run_1/congestion_map.png
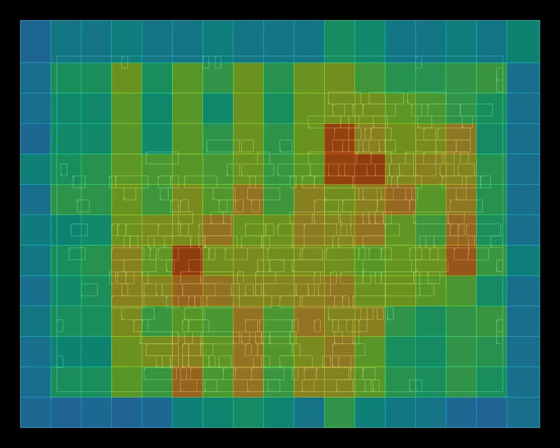
run_1/gates.png
The bar under the picture is 20 µm long.
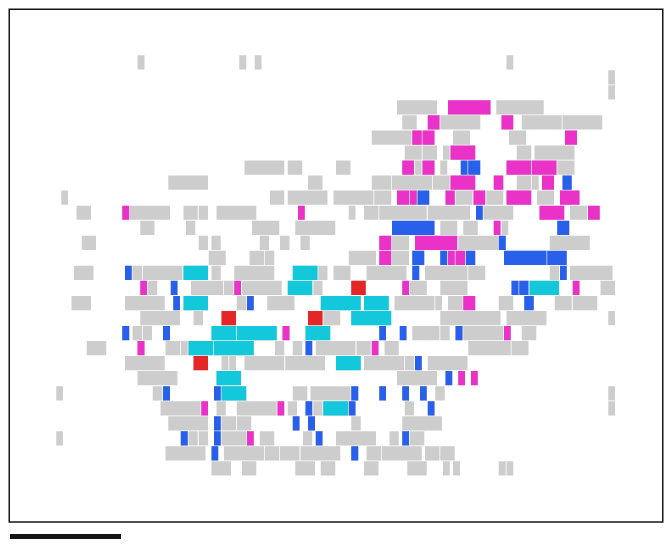
run_1/m3.png
The bar under the picture is 20 µm long. Cells faint in the background.
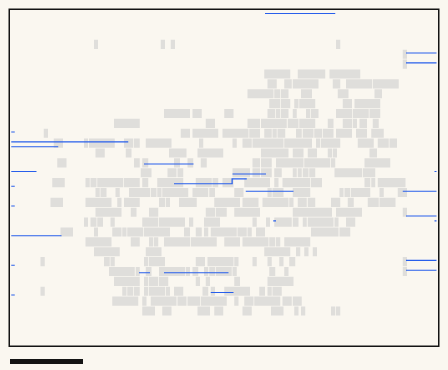
**config.mk**
```make
export PLATFORM = sky130hd
export DESIGN_NAME = bmc_soft_pipe
export DESIGN_NICKNAME = d
export VERILOG_FILES = /design/src/rtl/bmc_soft_pipe.sv
export SDC_FILE = /design/constraint.sdc
export NUM_CORES = 1
export LEC_CHECK = 0
export ABC_CLOCK_PERIOD_IN_PS = 1670
export CAP_MARGIN = 20
export CORE_ASPECT_RATIO = 0.75
export CORE_MARGIN = 8
export CORE_UTILIZATION = 30
export DETAILED_ROUTE_END_ITERATION = 6
export PLACE_DENSITY = 0.59
export SYNTH_ARGS = -nofsm -noshare
export SYNTH_HDL_FRONTEND = slang
export SYNTH_SLANG_ARGS = --single-unit
```
**constraint.sdc**
```tcl
create_clock -name clk -period 1.67 [get_ports clk]
set_input_delay 0.2505 -clock clk [delete_from_list [all_inputs] [get_ports clk]]
set_output_delay 0.2505 -clock clk [all_outputs]
set_load 0.05 [all_outputs]
```
**src/rtl/bmc_soft_pipe.sv**
```systemverilog
// bmc_soft_pipe: two-stage soft-decision branch-metric pipeline with frame beat tracking; define BMC_ERRCNT_EN to add per-frame error counts on frame_err
module bmc_soft_pipe #(
  parameter int SOFT_W = 3,
  parameter int FRAME_LEN = 8,
  parameter int ERR_THR = 2
) (
  input  logic                  clk,
  input  logic                  rst,
  input  logic                  in_valid,
  output logic                  in_ready,
  input  logic [2*SOFT_W-1:0]   rx_sym,
  output logic                  out_valid,
  input  logic                  out_ready,
  output logic [SOFT_W:0]       bm00,
  output logic [SOFT_W:0]       bm01,
  output logic [SOFT_W:0]       bm10,
  output logic [SOFT_W:0]       bm11,
  output logic                  out_last,
  output logic [15:0]           frame_err
);
  localparam int W = SOFT_W + 1;
  localparam logic [SOFT_W-1:0] MAX = '1;
  logic en, v1, v2;
  logic [SOFT_W-1:0] s0, s1, s1_d0, s1_d1, s0_d0, s0_d1;
  logic [15:0] cnt;
  assign s0 = rx_sym[SOFT_W-1:0];
  assign s1 = rx_sym[2*SOFT_W-1:SOFT_W];
  assign en = !v2 || out_ready;
  assign in_ready = en;
  assign out_valid = v2;
  assign out_last = v2 && cnt == 16'(FRAME_LEN - 1);
  always_ff @(posedge clk) begin
    if (rst) begin
      v1 <= 1'b0;
      v2 <= 1'b0;
      s1_d0 <= '0;
      s1_d1 <= '0;
      s0_d0 <= '0;
      s0_d1 <= '0;
      bm00 <= '0;
      bm01 <= '0;
      bm10 <= '0;
      bm11 <= '0;
      cnt <= '0;
    end else begin
      if (en) begin
        v1 <= in_valid;
        v2 <= v1;
        s1_d0 <= s1;
        s1_d1 <= MAX - s1;
        s0_d0 <= s0;
        s0_d1 <= MAX - s0;
        bm00 <= W'(s1_d0) + W'(s0_d0);
        bm01 <= W'(s1_d0) + W'(s0_d1);
        bm10 <= W'(s1_d1) + W'(s0_d0);
        bm11 <= W'(s1_d1) + W'(s0_d1);
      end
      if (v2 && out_ready) cnt <= out_last ? '0 : cnt + 16'd1;
    end
  end
`ifdef BMC_ERRCNT_EN
  logic [W-1:0] m0, m1, mn;
  logic [15:0] run, run_nxt, fe;
  assign m0 = bm00 < bm01 ? bm00 : bm01;
  assign m1 = bm10 < bm11 ? bm10 : bm11;
  assign mn = m0 < m1 ? m0 : m1;
  assign run_nxt = (int'(mn) > ERR_THR && run != 16'hFFFF) ? run + 16'd1 : run;
  assign frame_err = fe;
  always_ff @(posedge clk) begin
    if (rst) begin
      run <= '0;
      fe <= '0;
    end else if (v2 && out_ready) begin
      run <= out_last ? '0 : run_nxt;
      if (out_last) fe <= run_nxt;
    end
  end
`else
  assign frame_err = '0;
`endif
endmodule
```
==> impl_metrics.py, run 1 <==
# Metrics from the implementation run
metrics = {
    "outcome": {
        "status": "complete, but fails checks",
        "violations": "setup timing",
    },
    "synth": {
        "ys.flops": 46,
        "edf_count": 0,
        "synth_area_mm2": 0.002336,
        "yosys_cells": 257,
        "synth_seq_share": 0.3942,
        "synth_cells": 257,
        "synthArstFlopShare": 0,
        "yosys_area_mm2": 0.002336,
    },
    "sta": {
        "setup_viol": 1,
        "setup_ws_ps": -35.92,
        "period_needed_ps": 1706,
        "final-max-slew-violation-count": 0,
        "fmax_ghz": 0.5862,
        "finalHoldViolations": 0,
        "rsz0062_at_grt": "yes",
        "tns_ps": -35.92,
        "finalCritPeriodShare": 1.022,
    },
    "hold_path": {
        "min_path_type": "register to register",
    },
    "final_layout": {
        "diodes": 0,
        "logic_area_mm2": 0.001280,
        "lay_top_cells": "40 x dfxtp_1, 37 x nand2_1, 30 x buf_4",
        "fillers": 789,
        "regArea_um2": 933.4,
        "fin_nets": 320,
    },
    "critical_path": {
        "criticalPathCategory": "register to primary output",
        "end_kind": "primary output",
        "cpLargestDelayFamily": "simple AND/OR/NAND/NOR gates",
        "path_cells": "nor4_4 -> nand4_1 -> nor2_2 -> buf_12",
        "worst-path-buf-inv": 1,
        "worstPathMaxFanout": 4,
        "required_ps": 1420,
        "worst_path_max_delay_cell": "dfxtp_4",
    },
    "power": {
        "switchingPower_uw": 770.7,
        "ir_drop_v": 0.0003289,
        "p_int_uw": 1757,
        "pwr-share-seq": 0.474,
        "clock_power_share": 0.328,
        "comb_power_share": 0.198,
    },
    "flow_run": {
        "warnings": 28,
        "cap_violations": 0,
    },
    "cts": {
        "cts_buffer_depth": 2,
        "cts-root-buf": "clkbuf_8",
        "hold_buffers": 0,
        "cts_tree": "built",
        "cts_buffers": 5,
        "insertion_delay_ps": 300,
        "clock-sinks": 46,
    },
    "drt": {
        "drt-initial-drc-count": 66,
        "vias_per_cell": 4.386,
        "ant_nets": 0,
        "num_vias": 1750,
        "finalWirelength_mm": 4.989,
    },
    "global_route": {
        "grt_remaining_overflow": 0,
        "grt_max_degree": 29,
        "grt_first_pass_wirelength_mm": 8.666,
        "grt_pass1_vias": 1800,
    },
    "floorplan": {
        "die_y_um": 92.42,
        "die-area_mm2": 0.01090,
        "core_util_floorplan": 0.3031,
        "pin_count": 45,
        "fp-row-count": 28,
    },
    "placed_design": {
        "dp_hpwl_mm": 3.707,
        "routabilityCongestion": 0.7914,
    },
}
Back to the opening pictures, congestion_map.png:
Core Util, Final: 0.3719
grt peak-use layer: met2
Tot GR Track Use: 0.09537
met3 GRT Util: 0.02492
average wire per standard cell: 12.50 µm

Back to the opening pictures, gates.png:
nand cells -> blue  # cells 48, most used nand2_1
fa/ha/maj cells -> cyan  # cells 17, most used ha_1
non-inverting ao/oa cells -> red  # cells 4, most used a21o_1, where middle
nor cells -> magenta  # cells 44, most used nor2_1
Commonest Layout Cell: dfxtp_1
Comb area share: 0.4465
Final Non-Filler Cells: 399

Back to the opening pictures, m3.png:
nets with wire on the layer = 23
main direction = horizontal
longest straight run = 32.0 µm
wire length on this layer = 220 µm
share of all routed wire = 4.4%

-- run 1: tightest hold or removal path, cell delays in order, from the launching register on --
cell,delay (ps)
dfxtp_1,310
nand2_1,50
a21oi_1,50
-- run 1: final cells by class --
class / instances / share of cell area
Sequential cell: 46 / 0.3256
Multi-Input combinational cell: 189 / 0.4465
Tap cell: 105 / 0.04583
Timing Repair Buffer: 42 / 0.1318
Clock inverter: 2 / 0.01309
Clock buffer: 6 / 0.02532
Inverter: 9 / 0.01179
-- run 1: stage by stage --
step | total power, µW | cell area (µm²) | hold WS [ps] | setup slack [ps] | instances
2_1_floorplan | 1609 | 2396 | 391.0 | 106.9 | 272
3_3_place_gp | 1724 | 2675 | 442.7 | -65.70 | 388
3_5_place_dp | 1728 | 2675 | 445.3 | -100.5 | 388
4_1_cts | 2558 | 2836 | 455.0 | -15.07 | 398
5_1_grt | 2657 | 2867 | 485.1 | -104.9 | 399
6_report | 2528 | 2867 | 452.4 | -35.92 | 399
-- run 1: cell usage after synthesis (3+ instances only) --
cell	number	area (µm²)
nand2_1	37	138.9
dfxtp_1	46	920.9
a21oi_1	24	120.1
nand4_1	4	25.02
nor4_2	6	75.07
clkbuf_1	4	15.01
nand3_1	4	20.02
nor2_1	19	71.32
buf_4	18	135.1
a21o_1	4	30.03
buf_6	4	45.04
nor3_1	5	25.02
inv_1	8	30.03
xnor2_1	14	122.6
o21ai_0	8	40.04
a211oi_1	3	22.52
fa_1	4	80.08
xor2_1	4	35.03
ha_1	13	162.7
nor2_2	11	68.82
-- run 1: cells by family after synthesis --
group                      share of synthesized area
AOI/OAI and AO/OA                             0.1109
xor gates and xnor gates                     0.06749
adders and majority gates                     0.1039
buffers and inverters                         0.1023
DFF                                           0.3942
other                                       0.001605
and+or+nand+nor                               0.2196
-- run 1: routing by layer --
layer	global-route usage	vias up	wire length [µm]
met2	0.1481	33	2227
met1	0.1264	812	2489
met4	0.03188	0	52
li1	-	901	-
met3	0.02492	4	219
met5	0	-	0
-- run 1: state kept, by name (all words and copies together) (netlist names), 4 cells and up --
| register | count |
|---|---|
| bm00 | 4 |
| bm01 | 4 |
| bm10 | 4 |
| cnt | 16 |
| bm11 | 4 |
-- run 1: repair_timing --
item / CTS / global route
pin swaps: 3 / 3
endpoints found under the setup margin: 1 / 3
setup buffers: 2 / 1
resized: 10 / 5
-- run 1: power groups by stage --
stage / logic, µW / clock network, µW / registers, µW
global placement: 497 / 0 / 1230
CTS: 503 / 854 / 1200
detailed placement: 501 / 0 / 1230
finish: 502 / 828 / 1200
global route: 545 / 903 / 1210
floorplan: 266 / 0 / 1340
-- run 1: worst paths after layout --
kind | endpoint | slack (ps) | cells past startpoint | startpoint
max reg2reg | cnt[3]$_SDFFE_PP0P_ | 50 | 7 | cnt[5]$_SDFFE_PP0P_
max | out_last | -40 | 4 | cnt[5]$_SDFFE_PP0P_
min reg2reg | bm01[1]$_SDFFE_PP0P_ | 450 | 2 | bm01[1]$_SDFFE_PP0P_
min | bm01[1]$_SDFFE_PP0P_ | 450 | 2 | bm01[1]$_SDFFE_PP0P_
## Run 2: what changed since run 1
--- a/config.mk
+++ b/config.mk
@@ -5,13 +5,16 @@
 export SDC_FILE = /design/constraint.sdc
 export NUM_CORES = 1
 export LEC_CHECK = 0
+export ABC_AREA = 1
 export ABC_CLOCK_PERIOD_IN_PS = 1670
 export CAP_MARGIN = 20
+export CELL_PAD_IN_SITES_DETAIL_PLACEMENT = 1
+export CELL_PAD_IN_SITES_GLOBAL_PLACEMENT = 1
 export CORE_ASPECT_RATIO = 0.75
 export CORE_MARGIN = 8
 export CORE_UTILIZATION = 30
 export DETAILED_ROUTE_END_ITERATION = 6
-export PLACE_DENSITY = 0.59
+export PLACE_DENSITY = 0.73
 export SYNTH_ARGS = -nofsm -noshare
 export SYNTH_HDL_FRONTEND = slang
 export SYNTH_SLANG_ARGS = --single-unit
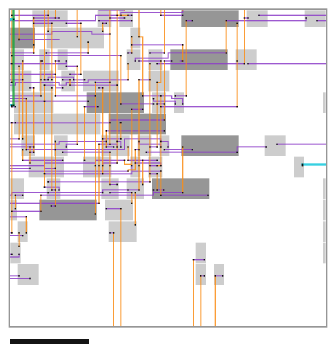
run_2/closeup.png
The bar under the picture is 10 µm long. Region (69, 3) to (109, 43) µm. Cells in gray, sequential cells in the stronger gray; small squares are vias.
M3 -> cyan
M1 -> purple
M2 -> orange
M4 -> green
cells with their middle in the window = 52
sequential cells in the window = 7
most frequent = a21oi_1 (11), dfxtp_1 (7), buf_4 (6)

==> impl_metrics.py, run 2 <==
# Metrics from the implementation run
metrics = {
    "sta": {
        "final-max-slew-violation-count": 0,
        "finalHoldViolations": 0,
        "rsz0062_at_grt": "yes",
        "fmax_ghz": 0.6050,
        "holdWs_ps": 485.8,
        "period_needed_ps": 1653,
        "setup_viol": 0,
        "finalCritPeriodShare": 0.9898,
    },
    "cts": {
        "cts_buffers": 5,
        "insertion_delay_ps": 310,
        "cts-root-buf": "clkbuf_8",
        "cts_tree": "built",
        "hold_buffers": 0,
        "cts_buffer_depth": 2,
    },
    "critical_path": {
        "r2r_end": "bm11[3]$_SDFFE_PP0P_",
        "cpLargestDelayFamily": "flip-flops",
        "worstRegToRegCells": 6,
        "worst-path-buf-inv": 2,
        "critical_path.reg2reg.startpoint": "out_valid$_SDFFE_PP0P_",
        "required_ps": 1420,
        "endpoint": "out_last",
        "criticalPathCategory": "register to primary output",
        "cp.depth": 6,
        "end_kind": "primary output",
        "reg2reg_slack_ps": 230,
        "worstPathMaxFanout": 2,
        "worst_path_max_delay_cell": "dfxtp_2",
    },
    "power": {
        "comb_power_share": 0.190,
        "clock_power_share": 0.375,
        "pwr-share-seq": 0.435,
        "ir_drop_v": 0.0003902,
        "finalPower_uw": 2781,
        "p_int_uw": 1967,
        "switchingPower_uw": 813.8,
    },
    "synth": {
        "synth_cells": 297,
        "top_area_frac": 0.3872,
        "synth_area_mm2": 0.002379,
        "common_cells": "55 x nor2_1, 46 x dfxtp_1, 35 x nand2_1",
        "yosys_area_mm2": 0.002379,
        "yosys_cells": 297,
        "largest_area_cell": "dfxtp_1",
        "synthArstFlopShare": 0,
        "ys.flops": 46,
        "synthTopCellsByArea": "dfxtp_1 39%, nor2_1 8.7%, ha_1 6.8%",
        "synth_seq_share": 0.3872,
        "edf_count": 0,
    },
    "drt": {
        "drt-initial-drc-count": 47,
        "ant_nets": 0,
        "finalWirelength_mm": 6.119,
    },
    "floorplan": {
        "die-area_mm2": 0.01106,
        "pin_count": 45,
        "die_y_um": 93.11,
    },
    "final_layout": {
        "regArea_um2": 932.1,
        "logic_area_mm2": 0.001277,
        "fillers": 966,
        "largest_reg_flops": 16,
        "fin_nets": 362,
    },
    "placed_design": {
        "dp_hpwl_mm": 4.650,
        "post_dp_cell_area_mm2": 0.002744,
        "routabilityCongestion": 0.7386,
    },
    "global_route": {
        "grt_max_degree": 26,
        "grt_remaining_overflow": 0,
        "grt_first_pass_wirelength_mm": 10.46,
    },
    "outcome": {
        "status": "finished, final reports clean",
    },
    "flow_run": {
        "cap_violations": 0,
        "warnings": 27,
    },
    "hold_path": {
        "min_path_type": "register to register",
    },
}
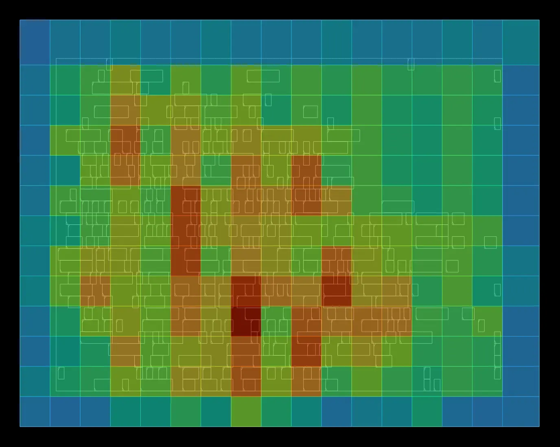
run_2/congestion_map.png
Core Util, Final: 0.3774
M2 GR Usage: 0.1854
met3 GRT Util: 0.02348
average wire per standard cell: 13.88 µm

[run 2: cell type report]
cell class,instances,share of cell area
clock buffer,6,0.02813
timing repair buffer,42,0.1292
multi-input combinational,221,0.4352
inverter,19,0.02472
tap,105,0.04476
clock inverter,2,0.02046
sequential,46,0.3176
[run 2: how the worst min path moves through the flow]
stage                          startpoint                endpoint  slack, ps  depth (start not counted)
after global routing      v1$_SDFFE_PP0P_  out_valid$_SDFFE_PP0P_        500                          2
final                     v1$_SDFFE_PP0P_  out_valid$_SDFFE_PP0P_        490                          2
after detailed placement  v1$_SDFFE_PP0P_  out_valid$_SDFFE_PP0P_        470                          2
after floorplan           v1$_SDFFE_PP0P_  out_valid$_SDFFE_PP0P_        430                          2
after global placement    v1$_SDFFE_PP0P_         v1$_SDFFE_PP0P_        440                          2
after CTS                 v1$_SDFFE_PP0P_  out_valid$_SDFFE_PP0P_        490                          2
[run 2: power by group through the flow]
stage	clock network [µW]	logic [µW]	registers, µW
floorplan	0	284	1350
global placement	0	515	1230
detailed placement	0	527	1230
CTS	1060	533	1210
global route	1110	573	1220
finish	1040	529	1210
[run 2: what timing repair did]
item,CTS,global route
pin swaps,3,0
resized,14,1
endpoints found under the setup margin,1,2
setup buffers,2,0
[run 2: cell families (layout without fill, tap and decap cells)]
group	Yosys count	count (layout)	synth area share
flops	46	46	0.3872
compound gates	50	50	0.1241
xor+xnor	10	10	0.03682
buf+inv	45	69	0.1141
other cells	1	16	0.001577
fa+ha+maj	17	17	0.1021
simple gates	128	128	0.2341
[run 2: metal layers]
layer | global-route usage | wire length, µm | part of all wire
met4 | 0.04722 | 102 | 0.017
met5 | 0 | 0 | 0
met1 | 0.1516 | 3104 | 0.51
met3 | 0.02348 | 165 | 0.027
met2 | 0.1854 | 2746 | 0.45
[run 2: per-stage QoR]
step,instances,setup TNS (ps),setup slack [ps]
after CTS,441,0,2.599
final,441,0,17.07
after global placement,431,-245.6,-29.38
after floorplan,312,0,42.01
after global routing,441,-57.99,-57.99
after detailed placement,431,-630.0,-78.81
[run 2: worst register-to-register path, stage by stage (launching register included)]
cell	delay, ps
dfxtp_2	330
inv_1	70
or2_1	160
clkinv_2	300
buf_4	270
a21oi_1	150
nor2_1	50
No activity file was given, so power comes from the tool's default toggle rates.
